==> src/rtl/mem_copy_pkg.sv <==
// Shared types and defaults for the memory block-copy engine.
package mem_copy_pkg;

    localparam int unsigned DefAddrW = 16;
    localparam int unsigned DefDataW = 16;

    typedef enum logic [1:0] {
        StIdle,
        StPrime,
        StStream,
        StFinish
    } state_e;

    typedef enum logic {
        DirAsc,
        DirDesc
    } dir_e;

endpackage

==> src/rtl/mem_copy_addr_gen.sv <==
// Address generator for the copy engine: one word-index counter plus base
// offset adders. The write index trails the read index by one step, which
// matches the one-cycle read latency of the RAM.
module mem_copy_addr_gen
    import mem_copy_pkg::*;
#(
    parameter int unsigned ADDR_W = DefAddrW
) (
    input  logic              clk,
    input  logic              rst,
    input  logic              load,
    input  dir_e              load_dir,
    input  logic [ADDR_W-1:0] len,
    input  logic [ADDR_W-1:0] src_base,
    input  logic [ADDR_W-1:0] dst_base,
    input  logic              step,
    input  logic              wr_from_rd,
    output logic [ADDR_W-1:0] rd_addr,
    output logic [ADDR_W-1:0] wr_addr
);

    dir_e              dir_q;
    logic [ADDR_W-1:0] rd_idx_q;
    logic [ADDR_W-1:0] wr_idx_q;

    // Index counter: preset on load, advance on each issued read (or fill write)
    always_ff @(posedge clk or posedge rst) begin
        if (rst) begin
            dir_q    <= DirAsc;
            rd_idx_q <= '0;
            wr_idx_q <= '0;
        end else if (load) begin
            dir_q    <= load_dir;
            rd_idx_q <= (load_dir == DirDesc) ? len - ADDR_W'(1) : '0;
            wr_idx_q <= '0;
        end else if (step) begin
            rd_idx_q <= (dir_q == DirDesc) ? rd_idx_q - ADDR_W'(1) : rd_idx_q + ADDR_W'(1);
            wr_idx_q <= rd_idx_q;
        end
    end

    // Base plus index, wrapping modulo 2^ADDR_W
    always_comb begin
        rd_addr = src_base + rd_idx_q;
        wr_addr = dst_base + (wr_from_rd ? rd_idx_q : wr_idx_q);
    end

endmodule

==> src/rtl/mem_copy_engine.sv <==
// Block-copy initiator for the shared single-cycle RAM. Streams len words
// from src to dst at one word per clock after a one-cycle prime. Copies run
// descending when dst > src so overlapping moves stay correct.
// Optional fill mode is compiled in with MEM_COPY_FILL_EN.
module mem_copy_engine
    import mem_copy_pkg::*;
#(
    parameter int unsigned ADDR_W = DefAddrW,
    parameter int unsigned DATA_W = DefDataW
) (
    input  logic              clk,
    input  logic              rst,
    input  logic              start,
    input  logic [ADDR_W-1:0] src,
    input  logic [ADDR_W-1:0] dst,
    input  logic [ADDR_W-1:0] len,
`ifdef MEM_COPY_FILL_EN
    input  logic              fill_mode,
    input  logic [DATA_W-1:0] fill_value,
`endif
    output logic              busy,
    output logic              done,
    output logic              ro_port_enable,
    output logic [ADDR_W-1:0] ro_port_address,
    input  logic [DATA_W-1:0] ro_port_value,
    output logic              wo_port_enable,
    output logic [ADDR_W-1:0] wo_port_address,
    output logic [DATA_W-1:0] wo_port_value
);

    state_e            state_q, state_d;
    logic [ADDR_W-1:0] reads_left_q, reads_left_d;
    logic [ADDR_W-1:0] writes_left_q, writes_left_d;
    logic [ADDR_W-1:0] src_q, dst_q;
    logic              accept, load, fill_start;
    logic              rd_en, wr_en, step;
    dir_e              load_dir;
    logic [ADDR_W-1:0] rd_addr, wr_addr;
    logic              fill_q;
    logic [DATA_W-1:0] fill_val_q;

    // FINISH behaves like IDLE for a new request so back-to-back starts are taken
    assign accept = start && (state_q == StIdle || state_q == StFinish);
    assign load   = accept && (len != '0);

`ifdef MEM_COPY_FILL_EN
    assign fill_start = fill_mode;

    // Fill operands are latched alongside the copy operands
    always_ff @(posedge clk or posedge rst) begin
        if (rst) begin
            fill_q     <= 1'b0;
            fill_val_q <= '0;
        end else if (load) begin
            fill_q     <= fill_mode;
            fill_val_q <= fill_value;
        end
    end
`else
    assign fill_start = 1'b0;
    assign fill_q     = 1'b0;
    assign fill_val_q = '0;
`endif

    // Fill always walks ascending; copies go descending only when dst is above src
    assign load_dir = (fill_start || !(dst > src)) ? DirAsc : DirDesc;

    // State and operand registers
    always_ff @(posedge clk or posedge rst) begin
        if (rst) begin
            state_q       <= StIdle;
            reads_left_q  <= '0;
            writes_left_q <= '0;
            src_q         <= '0;
            dst_q         <= '0;
        end else begin
            state_q       <= state_d;
            reads_left_q  <= reads_left_d;
            writes_left_q <= writes_left_d;
            if (load) begin
                src_q <= src;
                dst_q <= dst;
            end
        end
    end

    // Next-state logic and RAM strobes
    always_comb begin
        state_d       = state_q;
        reads_left_d  = reads_left_q;
        writes_left_d = writes_left_q;
        busy          = 1'b0;
        done          = 1'b0;
        rd_en         = 1'b0;
        wr_en         = 1'b0;
        step          = 1'b0;
        unique case (state_q)
            StIdle, StFinish: begin
                done    = (state_q == StFinish);
                state_d = StIdle;
                if (accept) begin
                    if (len == '0) begin
                        state_d = StFinish;
                    end else begin
                        reads_left_d  = len;
                        writes_left_d = len;
                        state_d       = fill_start ? StStream : StPrime;
                    end
                end
            end
            StPrime: begin
                busy         = 1'b1;
                rd_en        = 1'b1;
                step         = 1'b1;
                reads_left_d = reads_left_q - ADDR_W'(1);
                state_d      = StStream;
            end
            StStream: begin
                busy          = 1'b1;
                wr_en         = 1'b1;
                writes_left_d = writes_left_q - ADDR_W'(1);
                if (fill_q) begin
                    step = 1'b1;
                end else if (reads_left_q != '0) begin
                    rd_en        = 1'b1;
                    step         = 1'b1;
                    reads_left_d = reads_left_q - ADDR_W'(1);
                end
                if (writes_left_q == ADDR_W'(1)) begin
                    state_d = StFinish;
                end
            end
            default: state_d = StIdle;
        endcase
    end

    mem_copy_addr_gen #(
        .ADDR_W (ADDR_W)
    ) u_addr_gen (
        .clk        (clk),
        .rst        (rst),
        .load       (load),
        .load_dir   (load_dir),
        .len        (len),
        .src_base   (src_q),
        .dst_base   (dst_q),
        .step       (step),
        .wr_from_rd (fill_q),
        .rd_addr    (rd_addr),
        .wr_addr    (wr_addr)
    );

    // Port outputs are held at zero whenever the strobe is low
    always_comb begin
        ro_port_enable  = rd_en;
        ro_port_address = rd_en ? rd_addr : '0;
        wo_port_enable  = wr_en;
        wo_port_address = wr_en ? wr_addr : '0;
        wo_port_value   = '0;
        if (wr_en) begin
            wo_port_value = fill_q ? fill_val_q : ro_port_value;
        end
    end

endmodule
==> config.mk <==
export PLATFORM = sky130hd
export DESIGN_NAME = mem_copy_engine
export DESIGN_NICKNAME = d
export VERILOG_FILES = /design/src/rtl/mem_copy_pkg.sv /design/src/rtl/mem_copy_addr_gen.sv /design/src/rtl/mem_copy_engine.sv
export SDC_FILE = /design/constraint.sdc
export NUM_CORES = 1
export LEC_CHECK = 0
export CORE_MARGIN = 4
export CORE_UTILIZATION = 60
export CTS_BUF_LIST = sky130_fd_sc_hd__clkbuf_16
export DETAILED_ROUTE_END_ITERATION = 10
export PLACE_DENSITY_LB_ADDON = 0.05
export RECOVER_POWER = 50
export REMOVE_ABC_BUFFERS = 1
export SLEW_MARGIN = 20
export SYNTH_ARGS = -nofsm -noshare
export SYNTH_HDL_FRONTEND = slang
export SYNTH_SLANG_ARGS = --single-unit
==> constraint.sdc <==
create_clock -name clk -period 10.45 [get_ports clk]
set_clock_uncertainty 0.2 [all_clocks]
set_input_delay 3.135 -clock clk [delete_from_list [all_inputs] [get_ports clk]]
set_output_delay 3.135 -clock clk [all_outputs]
set_load 0.01 [all_outputs]
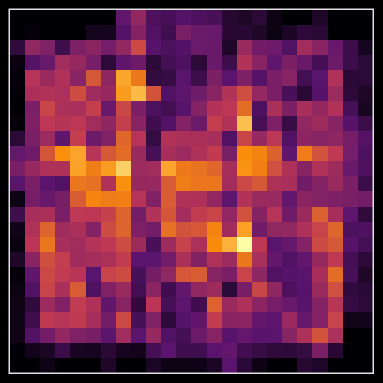
metal_density.png
Drawn at 3 px/um. The die is cut into 24 by 24 equal tiles; black is low, pale yellow is high, scaled to the fullest tile. Values are wire area over tile area, all layers added.
- emptiest ninth of the die: top right
- nearly empty tiles: 7.3%
- fullest tile: 0.69
via count: 7,405
Routed WL: 20,800 um

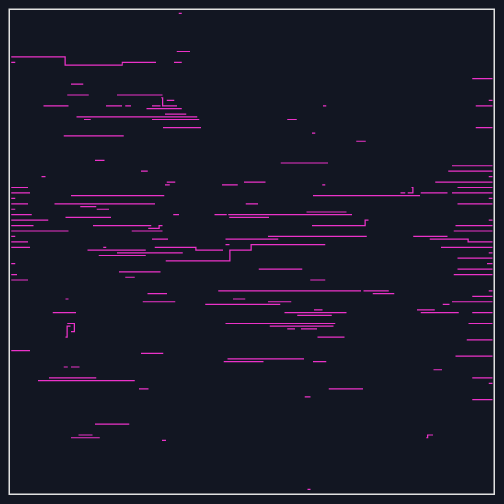
layer_met3.png
Drawn at 4 px/um.
- longest straight run: 35.4 um
- main direction: horizontal
- nets with wire on the layer: 124
- share of all routed wire: 5.5%
- wire length on this layer: 1,150 um
met3 Use GR: 3.17%

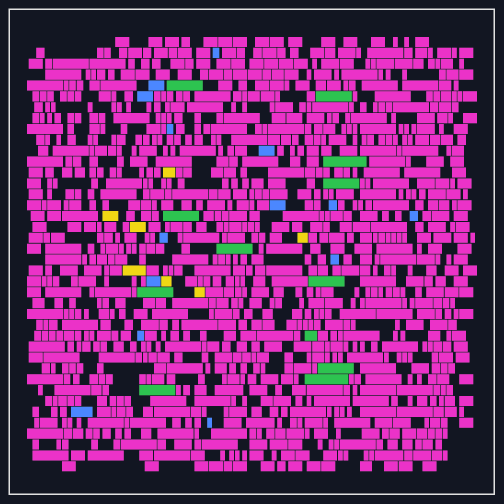
sizes.png
Drawn at 4 px/um.
- _0 and _1 cells: magenta (cells 1,024; share 97%; most used nand2_1)
- _3 and _4 cells: yellow (cells 7; share 0.66%; most used buf_4)
- _6 and larger: green (cells 12; share 1.1%; most used clkbuf_16)
- _2 cells: blue (cells 14; share 1.3%; most used or2_2)
worst setup margin: 2790 ps
Buffers excl. clock: 123

==> GITHUB_STEP_SUMMARY <==
## PnR job results

| Metric | Value |
|---|---|
| Met3 wire len | 1150 um |
| # IOs | 119 |
| Post-synth top area cell | dfrtp_1 |
| Post-CTS setup buffer count | 0 |
| Clock Path Buffers | 2 |
| Critical path's largest stage delay | between 500 and 600 ps |
| Global-route met1 utilization | 37.0% |
| Tapcells | 168 |
| Post-route cell area | between 9000 and 10,000 um2 |
| CTS tree | yes |
| R2r endpoint | u_addr_gen.rd_idx_q[2] |
| Final Instance Count excl. Fillers | 1,225 |
| Yosys Chip Area | 7640 um2 |
| Area Growth Syn to Fin | 20.4% |
| Biggest Area Class | logic gates |
| Gr usage total | approximately 28% |
| Most Crowded Layer GR | met2 |
| Crit path required time | 7120 ps |
| Post-place setup slack | 2860 ps |
| Fin crit share | 73.3% |
| Die area | between 10,000 and 15,000 um2 |
| Logic share of the area | between 50% and 60% |
| Ys flop type | dfrtp_1 |
| Slew Limit Fails | 157 |
| Tool warnings | 28 |
| Num Clock Sinks | around 99 |
| DR top layer | met4 |
| Unrepaired setup endpoints after global routing | false |
| WL met1 | 8950 um |
| Core area | 12,300 um2 |
| WHS Endpoint | src_q[0] |
| Largest net degree at the start of global routing | 55 |
| Latency at later pin | 350 ps |
| Cells after synthesis | 956 |
| TritonRoute pass-1 iters | 5 |
| CP top delay family | buffers and inverters |
| Total stage count of the critical path | 3 |
| Synth top area share | 32.4% |
| Number of hold violations in the final report | 0 |
| First-pass GRT wire length | between 30,000 and 40,000 um |
| Failing checks | max-capacitance violations, max-slew violations |
| Fill cells | 972 |
| Max capacitance violation total | 3 |
| Outcome | complete, but fails checks |
| H-tree depth | 3 |
| Flip-flop and latch count | 99 |
| PortBufs | ~120 |
| Fmax | 0.131 GHz |
| Buffer and inverter count on the worst path | 2 |
| Leakage | roughly 4.2 nW |
| CP Class | in -> out |
| Multi-input gates | 781 |
| Num CTS Buffers | 9 |
| Clkbuf count | 9 |
| Final design utilization | 75.1% |
| Critical path's slowest cell | clkdlybuf4s50_1 |
| RR Startpoint | state_q[0] |
| Inverters | 38 |
| Floorplan utilization | just over 60% |
| Post-route minimum period | 7660 ps |
| EDFF count, synth | 0 |
| # DRC | 0 |
| Area of the multi-input gates | 4850 um2 |
| Worst Path Arrival | 4330 ps |
| DR vias/cell | between 6 and 7 |
| Final nets | 1,189 |
| Row count | 40 |
| Die height | 121 um |
| Hold WS | about 290 ps |
| Clk tree area frac | approximately 3.4% |
| Yosys reg bits | 99 |
| Quantity of gates resized following cts | 0 |
| Dpl cell area | 8930 um2 |
| Peak VDD IR | 0.355 mV |
| Yosys warns | 0 |
| Die X-Extent | around 120 um |
| Synth cell types | 71 |
| Dpl cells | 1,209 |
| Min-delay src | src_q[0] |
| Most common cell in the netlist | nand2_1 |
| Hold Crit Class | reg -> reg |
| R2R Setup Slk | 6090 ps |
| Crit-path most repeated cell | clkdlybuf4s50_1 |
| Routed len/inst | 17.0 um |
| Antenna violations before repair | 0 |
| Flop share of the area | 26.9% |
[cell families after synthesis]
group | synth area share (%)
buf+inv | 4.03
mux | 0.687
fa+ha+maj | 11.8
xor+xnor | 5.73
compound gates | 21.2
flops | 32.4
simple gates | 24.2
[cells in the final DEF (no fill, tap or decap), types with 21 or more instances in the layout]
master           count
clkdlybuf4s50_1    111
ha_1                67
o21ai_0             74
inv_1               35
a21oi_1             69
and2_1              24
nand3_1             37
dfrtp_1             99
a21o_1              21
nand2_1            155
nor3_1              33
xor2_1              23
xnor2_1             27
nor2_1              82
[power breakdown]
part | total (W) | internal [W] | switching, W
Clock | 0.000358 | 0.000209 | 0.000149
Combinational | 0.00208 | 0.000896 | 0.00118
Sequential | 0.000769 | 0.000574 | 0.000195
No activity file was given, so power comes from the tool's default toggle rates.
